Fig. 1: metal 1
Drawn at 1.5 px/micron. Supply wires on this layer in grey.
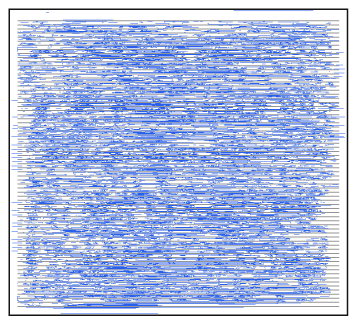
Fig. 2: metal 2
Drawn at 1 px/micron. Cells faint in the background.
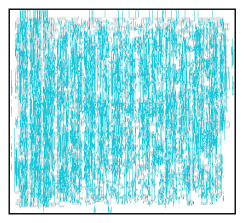
**src/rtl/riscv_pkg.sv**
```systemverilog
// Shared RV32 definitions: datapath constants and the M-extension
// operation/state encodings used by the multiply/divide unit.
package riscv_pkg;

   localparam int unsigned XLEN       = 32;
   localparam int unsigned REG_ADDR_W = 5;

   typedef enum logic [2:0] {
      OP_MUL    = 3'b000,
      OP_MULH   = 3'b001,
      OP_MULHSU = 3'b010,
      OP_MULHU  = 3'b011,
      OP_DIV    = 3'b100,
      OP_DIVU   = 3'b101,
      OP_REM    = 3'b110,
      OP_REMU   = 3'b111
   } muldiv_op_t;

   typedef enum logic [1:0] {
      IDLE,
      CALC,
      DONE
   } muldiv_state_t;

endpackage

```
**src/rtl/muldiv_unit.sv**
```systemverilog
// Iterative RV32M multiply/divide unit: shift-add multiply and restoring
// divide on operand magnitudes, WIDTH iterations for every operation.
module muldiv_unit
   import riscv_pkg::*;
#(
   parameter int unsigned WIDTH      = XLEN,
   parameter int unsigned REG_ADDR_W = riscv_pkg::REG_ADDR_W
) (
   input  logic                  Clock,
   input  logic                  nReset,
   input  logic                  start,
   input  logic [2:0]            funct3,
   input  logic [WIDTH-1:0]      rs1,
   input  logic [WIDTH-1:0]      rs2,
   input  logic [REG_ADDR_W-1:0] rdIn,
   input  logic                  flush,
   output logic                  busy,
   output logic                  done,
   output logic                  writeRegMem,
   output logic [WIDTH-1:0]      result,
   output logic [REG_ADDR_W-1:0] rdOut
);

   localparam int unsigned CW = (WIDTH > 1) ? $clog2(WIDTH) : 1;

   muldiv_state_t state, state_next;

   logic [CW-1:0]         count;
   logic [2*WIDTH-1:0]    acc, acc_next;
   logic [WIDTH-1:0]      mag_a, mag_b, raw_a;
   logic [REG_ADDR_W-1:0] rd_q;
   muldiv_op_t            op;
   logic                  neg_main, neg_rem, div_zero, div_ovf;

   logic                  capture, last;
   muldiv_op_t            op_in;
   logic                  sign_a_in, sign_b_in;
   logic [WIDTH-1:0]      ma_in, mb_in;
   logic [WIDTH:0]        mul_sum, rem_sh, diff;
   logic [2*WIDTH-1:0]    prod;
   logic [WIDTH-1:0]      quo, rem, final_res;

   // DONE accepts a new issue so back-to-back ops need no idle cycle
   assign capture = start && !flush && (state == IDLE || state == DONE);
   assign last    = (count == CW'(WIDTH-1));

   always_ff @(posedge Clock or negedge nReset) begin
      if (!nReset) state <= IDLE;
      else         state <= state_next;
   end

   always_comb begin
      state_next = state;
      unique case (state)
         IDLE: if (capture) state_next = CALC;
         CALC: if (flush) state_next = IDLE;
               else if (last) state_next = DONE;
         DONE: state_next = capture ? CALC : IDLE;
         default: state_next = IDLE;
      endcase
   end

   always_comb begin
      busy        = (state != IDLE);
      done        = (state == DONE);
      writeRegMem = (state == DONE);
   end

   always_comb begin
      op_in     = muldiv_op_t'(funct3);
      sign_a_in = (op_in inside {OP_MUL, OP_MULH, OP_MULHSU, OP_DIV, OP_REM}) && rs1[WIDTH-1];
      sign_b_in = (op_in inside {OP_MUL, OP_MULH, OP_DIV, OP_REM}) && rs2[WIDTH-1];
      ma_in     = sign_a_in ? -rs1 : rs1;
      mb_in     = sign_b_in ? -rs2 : rs2;
   end

   // Multiply keeps the multiplier in the low half; divide keeps {remainder, quotient}
   always_comb begin
      mul_sum = {1'b0, acc[2*WIDTH-1:WIDTH]} + (acc[0] ? {1'b0, mag_a} : '0);
      rem_sh  = acc[2*WIDTH-1:WIDTH-1];
      diff    = rem_sh - {1'b0, mag_b};
      if (op[2]) begin
         if (diff[WIDTH]) acc_next = {rem_sh[WIDTH-1:0], acc[WIDTH-2:0], 1'b0};
         else             acc_next = {diff[WIDTH-1:0],   acc[WIDTH-2:0], 1'b1};
      end else begin
         acc_next = {mul_sum, acc[WIDTH-1:1]};
      end
   end

   always_comb begin
      prod      = neg_main ? -acc_next : acc_next;
      quo       = acc_next[WIDTH-1:0];
      rem       = acc_next[2*WIDTH-1:WIDTH];
      final_res = '0;
      unique case (op)
         OP_MUL:                       final_res = prod[WIDTH-1:0];
         OP_MULH, OP_MULHSU, OP_MULHU: final_res = prod[2*WIDTH-1:WIDTH];
         OP_DIV, OP_DIVU:
            if (div_zero)     final_res = '1;
            else if (div_ovf) final_res = {1'b1, {(WIDTH-1){1'b0}}};
            else              final_res = neg_main ? -quo : quo;
         OP_REM, OP_REMU:
            if (div_zero)     final_res = raw_a;
            else if (div_ovf) final_res = '0;
            else              final_res = neg_rem ? -rem : rem;
         default:              final_res = '0;
      endcase
   end

   always_ff @(posedge Clock or negedge nReset) begin
      if (!nReset) begin
         count    <= '0;
         acc      <= '0;
         mag_a    <= '0;
         mag_b    <= '0;
         raw_a    <= '0;
         rd_q     <= '0;
         op       <= OP_MUL;
         neg_main <= 1'b0;
         neg_rem  <= 1'b0;
         div_zero <= 1'b0;
         div_ovf  <= 1'b0;
         result   <= '0;
         rdOut    <= '0;
      end else if (capture) begin
         count    <= '0;
         acc      <= funct3[2] ? {{WIDTH{1'b0}}, ma_in} : {{WIDTH{1'b0}}, mb_in};
         mag_a    <= ma_in;
         mag_b    <= mb_in;
         raw_a    <= rs1;
         rd_q     <= rdIn;
         op       <= op_in;
         neg_main <= sign_a_in ^ sign_b_in;
         neg_rem  <= sign_a_in;
         div_zero <= (rs2 == '0);
         div_ovf  <= (op_in inside {OP_DIV, OP_REM}) &&
                     (rs1 == {1'b1, {(WIDTH-1){1'b0}}}) && (rs2 == '1);
      end else if (state == CALC && !flush) begin
         acc   <= acc_next;
         count <= count + 1'b1;
         if (last) begin
            result <= final_res;
            rdOut  <= rd_q;
         end
      end
   end

endmodule

```
**config.mk**
```make
export PLATFORM = sky130hd
export DESIGN_NAME = muldiv_unit
export DESIGN_NICKNAME = d
export VERILOG_FILES = /design/src/rtl/riscv_pkg.sv /design/src/rtl/muldiv_unit.sv
export SDC_FILE = /design/constraint.sdc
export NUM_CORES = 1
export LEC_CHECK = 0
export ABC_AREA = 1
export CORE_ASPECT_RATIO = 0.9
export CORE_MARGIN = 5
export CORE_UTILIZATION = 50
export DETAILED_ROUTE_END_ITERATION = 10
export PLACE_DENSITY_LB_ADDON = 0.1
export REMOVE_ABC_BUFFERS = 1
export SLEW_MARGIN = 40
export SYNTH_ARGS = -nofsm -noshare
export SYNTH_HDL_FRONTEND = slang
export SYNTH_SLANG_ARGS = --single-unit
```
**constraint.sdc**
```tcl
create_clock -name Clock -period 5.98 [get_ports Clock]
set_clock_uncertainty 0.2 [all_clocks]
set_input_delay 0.897 -clock Clock [delete_from_list [all_inputs] [get_ports Clock]]
set_output_delay 0.897 -clock Clock [all_outputs]
set_load 0.02 [all_outputs]
```
==> impl_metrics.env <==
# physical design summary
export IMPL_status="finished clean"
export IMPL_gr_max_usage_layer="met2"
export IMPL_seq_area_share_pct=23.2
export IMPL_top_layer_used="met4"
export IMPL_track_usage_pct=40.3
export IMPL_hold_buffers=0
export IMPL_startpoint="acc[31]"
export IMPL_leakagePower_uw=0.0124
export IMPL_yosysTopAreaCell="dfrtp_1"
export IMPL_fp_util_pct=50.7
export IMPL_start_kind="flip-flop"
export IMPL_clock_power_share_pct=12.9
export IMPL_numPortBuffers=115
export IMPL_clock_sinks=215
export IMPL_clockRootBuffer="clkbuf_16"
export IMPL_layout_non_clock_inverters=509
export IMPL_drive_above_1_share_pct=4.66
export IMPL_grt_pass1_vias=22800
export IMPL_path_depth=30
export IMPL_min_path_type="primary input to asynchronous set/reset pin"
export IMPL_rsz0062_at_grt="no"
export IMPL_ioPinCount=116
export IMPL_synth_async_sr_flop_share_pct=100
export IMPL_largest_reg_flops=64
export IMPL_die_x_microns=225
export IMPL_clk_pin_slew_worst_paths_ns=0.08
export IMPL_fin_crit_sh_pct=90.1
export IMPL_compound_area_share_pct=14.1
export IMPL_dr_total_vias=24600
export IMPL_syn_area_sq_um=20700
export IMPL_pg_clk_uw=1690
export IMPL_clk_insertion_delay_late_ns=0.61
export IMPL_most_common_cell="nand2_1"
export IMPL_logic_area_sq_um=12900
export IMPL_core_sq_um=40800
export IMPL_cts_buffers_inserted=26
export IMPL_fill_cells=4166
export IMPL_tritoncts="built"
## Picture notes: Fig. 1
main direction: horizontal
longest straight run: 145 microns
nets with wire on the layer: 3501
wire length on this layer: 39.2 mm
share of all routed wire: 41%

## Picture notes: Fig. 2
nets with wire on the layer: 3002
share of all routed wire: 40%

